===== config.mk =====
export PLATFORM = sky130hd
export DESIGN_NAME = fetch_unit
export DESIGN_NICKNAME = d
export VERILOG_FILES = /design/src/rtl/mips_pkg.sv /design/src/rtl/fetch_unit.sv
export SDC_FILE = /design/constraint.sdc
export NUM_CORES = 1
export LEC_CHECK = 0
export CORE_UTILIZATION = 40
export CTS_CLUSTER_SIZE = 40
export DETAILED_ROUTE_END_ITERATION = 12
export PLACE_DENSITY = 0.76
export RECOVER_POWER = 25
export SLEW_MARGIN = 20
export SYNTH_ARGS = -nofsm -noshare
export SYNTH_HDL_FRONTEND = slang
export SYNTH_SLANG_ARGS = --single-unit

===== constraint.sdc =====
create_clock -name iClk -period 4.9 [get_ports iClk]
set_input_delay 0.98 -clock iClk [delete_from_list [all_inputs] [get_ports iClk]]
set_output_delay 0.98 -clock iClk [all_outputs]
set_load 0.01 [all_outputs]

===== src/rtl/mips_pkg.sv =====
// mips_pkg: shared types and constants for the instruction-fetch front end.
//   fetch_state_t : fetch FSM states (IDLE, REQ, HOLD, DRAIN)
//   INSTR_W       : instruction word width
//   OP_HI/OP_LO   : opcode field bounds inside an instruction word
//   PC_INC        : sequential PC step in bytes
//   OP_LW         : load-word opcode
package mips_pkg;

  typedef enum logic [1:0] {
    IDLE  = 2'd0,
    REQ   = 2'd1,
    HOLD  = 2'd2,
    DRAIN = 2'd3
  } fetch_state_t;

  localparam int INSTR_W = 32;
  localparam int OP_HI   = 31;
  localparam int OP_LO   = 26;
  localparam int PC_INC  = 4;
  localparam logic [5:0] OP_LW = 6'b100011;

endpackage


===== src/rtl/fetch_unit.sv =====
// fetch_unit: instruction-fetch stage feeding the decode controller.
// Holds the PC, fetches one word at a time over a req/ack handshake,
// captures it in the instruction register and offers it to decode with a
// valid/ready handshake. A one-cycle redirect retargets the PC; a fetch
// already on the bus when the redirect arrives is drained and discarded.
// Ports:
//   iClk, iRstN               clock, async active-low reset
//   oImemReq, oImemAddr       fetch request and address (to memory)
//   iImemAck, iImemRdata      fetch completion and returned word
//   oInstrValid, iInstrReady  handshake to decode
//   oInstr, oPc, oOp          instruction, its address, its opcode field
//   iRedirect, iRedirectPc    redirect pulse and target
module fetch_unit
  import mips_pkg::*;
#(
  parameter int                PC_W     = 32,
  parameter logic [PC_W-1:0]   RESET_PC = '0
) (
  input  logic                 iClk,
  input  logic                 iRstN,
  output logic                 oImemReq,
  output logic [PC_W-1:0]      oImemAddr,
  input  logic                 iImemAck,
  input  logic [INSTR_W-1:0]   iImemRdata,
  output logic                 oInstrValid,
  input  logic                 iInstrReady,
  output logic [INSTR_W-1:0]   oInstr,
  output logic [PC_W-1:0]      oPc,
  output logic [5:0]           oOp,
  input  logic                 iRedirect,
  input  logic [PC_W-1:0]      iRedirectPc
);

  fetch_state_t         state_q, state_d;
  logic [PC_W-1:0]      pc_q, pc_d;
  logic [PC_W-1:0]      pend_q, pend_d;
  logic [INSTR_W-1:0]   instr_q, instr_d;
  logic [PC_W-1:0]      opc_q, opc_d;

  always_ff @(posedge iClk or negedge iRstN) begin
    if (!iRstN) begin
      state_q <= IDLE;
      pc_q    <= RESET_PC;
      pend_q  <= '0;
      instr_q <= '0;
      opc_q   <= '0;
    end else begin
      state_q <= state_d;
      pc_q    <= pc_d;
      pend_q  <= pend_d;
      instr_q <= instr_d;
      opc_q   <= opc_d;
    end
  end

  always_comb begin
    state_d = state_q;
    pc_d    = pc_q;
    pend_d  = pend_q;
    instr_d = instr_q;
    opc_d   = opc_q;
    unique case (state_q)
      IDLE: begin
        if (iRedirect) pc_d = iRedirectPc;
        state_d = REQ;
      end
      REQ: begin
        if (iImemAck) begin
          if (iRedirect) begin
            // Returned word is already stale: drop it and refetch.
            pc_d    = iRedirectPc;
            state_d = REQ;
          end else begin
            instr_d = iImemRdata;
            opc_d   = pc_q;
            pc_d    = pc_q + PC_W'(PC_INC);
            state_d = HOLD;
          end
        end else if (iRedirect) begin
          // The outstanding request cannot be withdrawn; park the target.
          pend_d  = iRedirectPc;
          state_d = DRAIN;
        end
      end
      HOLD: begin
        // Redirect wins over a simultaneous consume for the next PC.
        if (iRedirect) begin
          pc_d    = iRedirectPc;
          state_d = REQ;
        end else if (iInstrReady) begin
          state_d = REQ;
        end
      end
      DRAIN: begin
        if (iRedirect) pend_d = iRedirectPc;
        if (iImemAck) begin
          pc_d    = iRedirect ? iRedirectPc : pend_q;
          state_d = REQ;
        end
      end
      default: state_d = IDLE;
    endcase
  end

  // pc_q only advances on a completed, kept fetch, so while draining it
  // still holds the address of the outstanding request.
  assign oImemReq    = (state_q == REQ) || (state_q == DRAIN);
  assign oImemAddr   = pc_q;
  assign oInstrValid = (state_q == HOLD);
  assign oInstr      = instr_q;
  assign oPc         = opc_q;
  assign oOp         = instr_q[OP_HI:OP_LO];

endmodule

### Clock network drawn from the DEF

Scale: 3 px per µm.
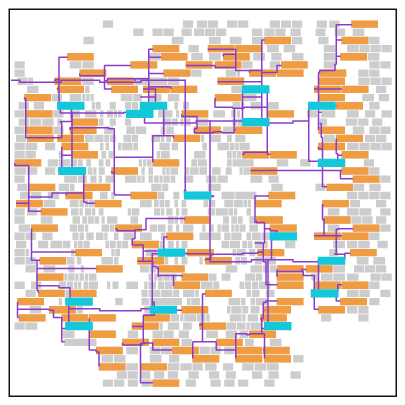
[clock wires] purple | length: 1670 µm
[clock drivers] cyan | count: 17
[flip-flops] orange | count: 130
flops lie	widely spread
routed clock nets	18
clock skew: 7.31 ps
Clock group: 1.30 mW
Clock power frac: 27.9%
clock insertion delay at the later pin of the skew report: 420 ps

### Signal wires by layer

Scale: 2 px per µm.
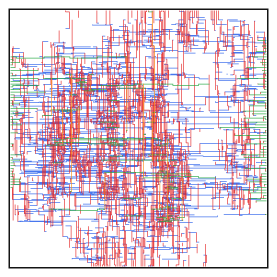
layer	color	wire length
metal 1	blue	7580 µm
metal 2	red	8440 µm
metal 3	green	1130 µm
metal 4	orange	391 µm

==> run notes <==
Update from the flow run.

The flow ran to the end, but the final reports show violations. The final reports fail on max-capacitance violations, max-slew violations. The met1 wire length is 7.58 mm.

The chip area line in the Yosys stat output reads around 0.0064 mm². The clock passes through at most 2 buffers. The global-route met2 utilization is between 30% and 40%. The period utilization is ~64%. The headroom to the max-slew limit is -58.9%.

The number of antenna cells inserted is 0. The worst reg2reg path startpoint is state_q[0]$_DFFE_PN0P_. Static timing analysis puts the maximum clock frequency at 318 MHz.

The floorplan core area is 0.0154 mm². The level count of the clock H-tree is 4. The pin count of the biggest net entering global routing is 97. The total buffers and inverters traversed by the critical path is 3.

The routed design uses ~1.1 mm of met3 wire. According to the timing report, the arrival time at the worst endpoint equals between 3000 and 4000 ps. The number of different library cells used by synthesis comes to approximately 60. The share of async-settable or async-resettable flops after synthesis is 100%. The worst setup margin is between 1500 and 2000 ps. After detailed routing, no signal wire sits above met4. The number of max-capacitance violations reported is 1. The yosys warning tally is 0. The sum of net half-perimeters after detailed placement is about 12 mm. The worst setup path is launched from an input port. The power density over the cells is 526 mW/mm². The hold path startpoint is oInstr[18]$_DFFE_PN0P_. Per the placement log, port buffering inserted about 170 buffers. The worst setup path is captured at a flop. The share of total power in combinational logic is 34.5%. The final design area excluding fillers is 0.00884 mm². The cell repeated most along the worst path is buf_4. Switching power as a fraction of the total was reported as between 30% and 40%. The number of antenna violations at the first check in global routing came to 0. After synthesis, the design contains between 500 and 600 cells according to Yosys. The area overhead of the layout relative to synthesis is 38.2%.

Hold timing on the final database bottoms out at a slack of 485 ps. The number of placement rows is approximately 45. After detailed placement, the design holds a cell count of between 900 and 1000. The number of non-filler instances in the completed layout is around 950.

The routed design has between 15 and 20 mm of wire. Looking at the setup timing report, the critical path kind is input port to flop. The final number of max-transition violations is ~97. The power share of the sequential group is a little under two fifths.

The worst setup slack after placement is approximately 1400 ps. The most critical setup path has its endpoint at oPc[6]$_DFFE_PN0P_. The main flop type after synthesis is dfrtp_1. The registers of the reported paths see a clock transition of 60 ps. The power report lists cell-internal power as 3.22 mW. Hold-check failures listed in the final report amount to 0. The total of hold buffers inserted after clock tree synthesis is 0. At the pin with the least slew margin, the transition time is about 2400 ps. The initial utilization of the core area, before any placement, comes to 41.5%. The first global-routing pass estimated between 20 and 30 mm of wire. After detailed routing, the number of vias per cell comes to 5.63. The die area is between 0.015 and 0.02 mm².

The layout cell share with drive strength beyond 1 is a little under a fifth. The sequential share of the synthesized area is around half. The total met2 wirelength after detailed routing is between 8 and 9 mm. The number of warnings the tools reported is 26.

Counting cells, the worst reg-to-reg path comes to 6. Per the log, the first TritonRoute iteration ended with a DRC count of about 310. The buffer count from post-CTS setup fixing is 0.

For hold timing, the worst endpoint is oInstr[18]$_DFFE_PN0P_. The smallest clock period supported by the final layout is computed as between 3000 and 4000 ps. The leakage component of the power was reported as 3.53 nW. After filler insertion, the fill cell instance count of the layout stands at 1263. The mapped cell area is 0.00640 mm². The clock tree from TritonCTS is built. The placement stage leaves a total instance area of between 0.008 and 0.009 mm². The type recorded for the worst min-delay path is flop to flop. The most common library cell in the layout ignoring fill and taps is clkdlybuf4s50_1. A synthesized cell averages 11.2 µm².

The net switching component of the power is ~1.4 mW. The final report lists the setup-violating endpoint count as 0. In this run the remaining antenna-violating nets after routing total 0.

After clock tree synthesis, the repair step resized 0 gates. The total CTS buffers is 17. The total power after layout is 4.65 mW. The endpoint identified for the worst register-to-register timing path is oPc[6]$_DFFE_PN0P_. The synthesized netlist cell count is between 500 and 600. Setup repair after global routing left no endpoint under its margin. The via count of the first global-routing pass is between 5000 and 6000. The routability congestion estimate from global placement is about 0.86. The floorplan report gives the top-level pin count as approximately 170. The clock sink total is about 130.
### Track usage over the die

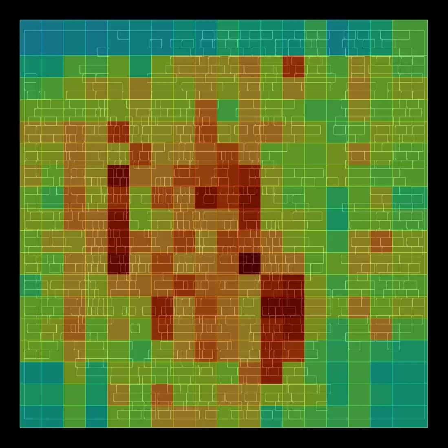
met3 Usage GRT: 5.74%
global routing met1 resource utilization: 28.6%
final core utilization: 57.3%
overall routing resource usage: 22.5%
post-DR wirelength/cell: 18.5 µm

### Sequential cells grouped by signal name

Scale: 2 px per µm.
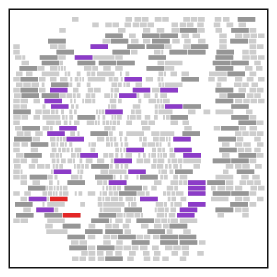
netlist name	color	sequential cells
state_q	red	2
oImemAddr	purple	32
not colored	96

[synth_stat cells (all sizes together) (6+ instances only)]
| library cell | number | area (µm²) |
|---|---|---|
| a2bb2oi | 10 | 87.6 |
| mux2i | 6 | 60.1 |
| mux2 | 96 | 1080 |
| buf | 30 | 186 |
| xnor2 | 6 | 52.6 |
| nand4 | 7 | 50.1 |
| a31oi | 7 | 43.8 |
| nand3 | 17 | 95.1 |
| o21ai | 25 | 129 |
| and3 | 9 | 56.3 |
| dfrtp | 130 | 3250 |
| and4 | 6 | 55.1 |
| nand2b | 9 | 56.3 |
| o22ai | 22 | 138 |
| clkbuf | 20 | 76.3 |
| inv | 6 | 22.5 |
| a21oi | 22 | 114 |
| o21a | 6 | 45.0 |
| nand2 | 50 | 190 |
| nor2 | 32 | 120 |
[logic make-up after synthesis]
kind of cell               share of synthesized area (%)
AOI/OAI and AO/OA                                   13.3
xor gates and xnor gates                            1.10
adders and majority gates                          0.196
buffers and inverters                               4.52
DFF                                                 50.8
muxes                                               17.8
and+or+nand+nor                                     12.2
[final cells by class]
cell class                 count  area, µm²  area share [%]
sequential                   130       3250            36.8
multi-input combinational    386       2860            32.4
timing repair buffer         184       1820            20.6
clock buffer                  19        453            5.12
tap                          211        264            2.99
clock inverter                13        160            1.81
inverter                       7       26.3           0.297
[power by group through the flow]
stage	logic [mW]	registers, mW	clock network (mW)
CTS	1.62	1.75	1.32
floorplan	0.667	1.81	0
global placement	1.57	1.74	0
finish	1.61	1.75	1.30
global route	1.73	1.81	1.38
detailed placement	1.61	1.77	0
[flip-flops by register name, summed over array words and instances, names as in the netlist]
| name | cells |
|---|---|
| oImemAddr | 32 |
| oInstr | 32 |
| oPc | 32 |
| pend_q | 32 |
| state_q | 2 |
Power figures rest on the tool's default switching activity, not on a simulated workload.
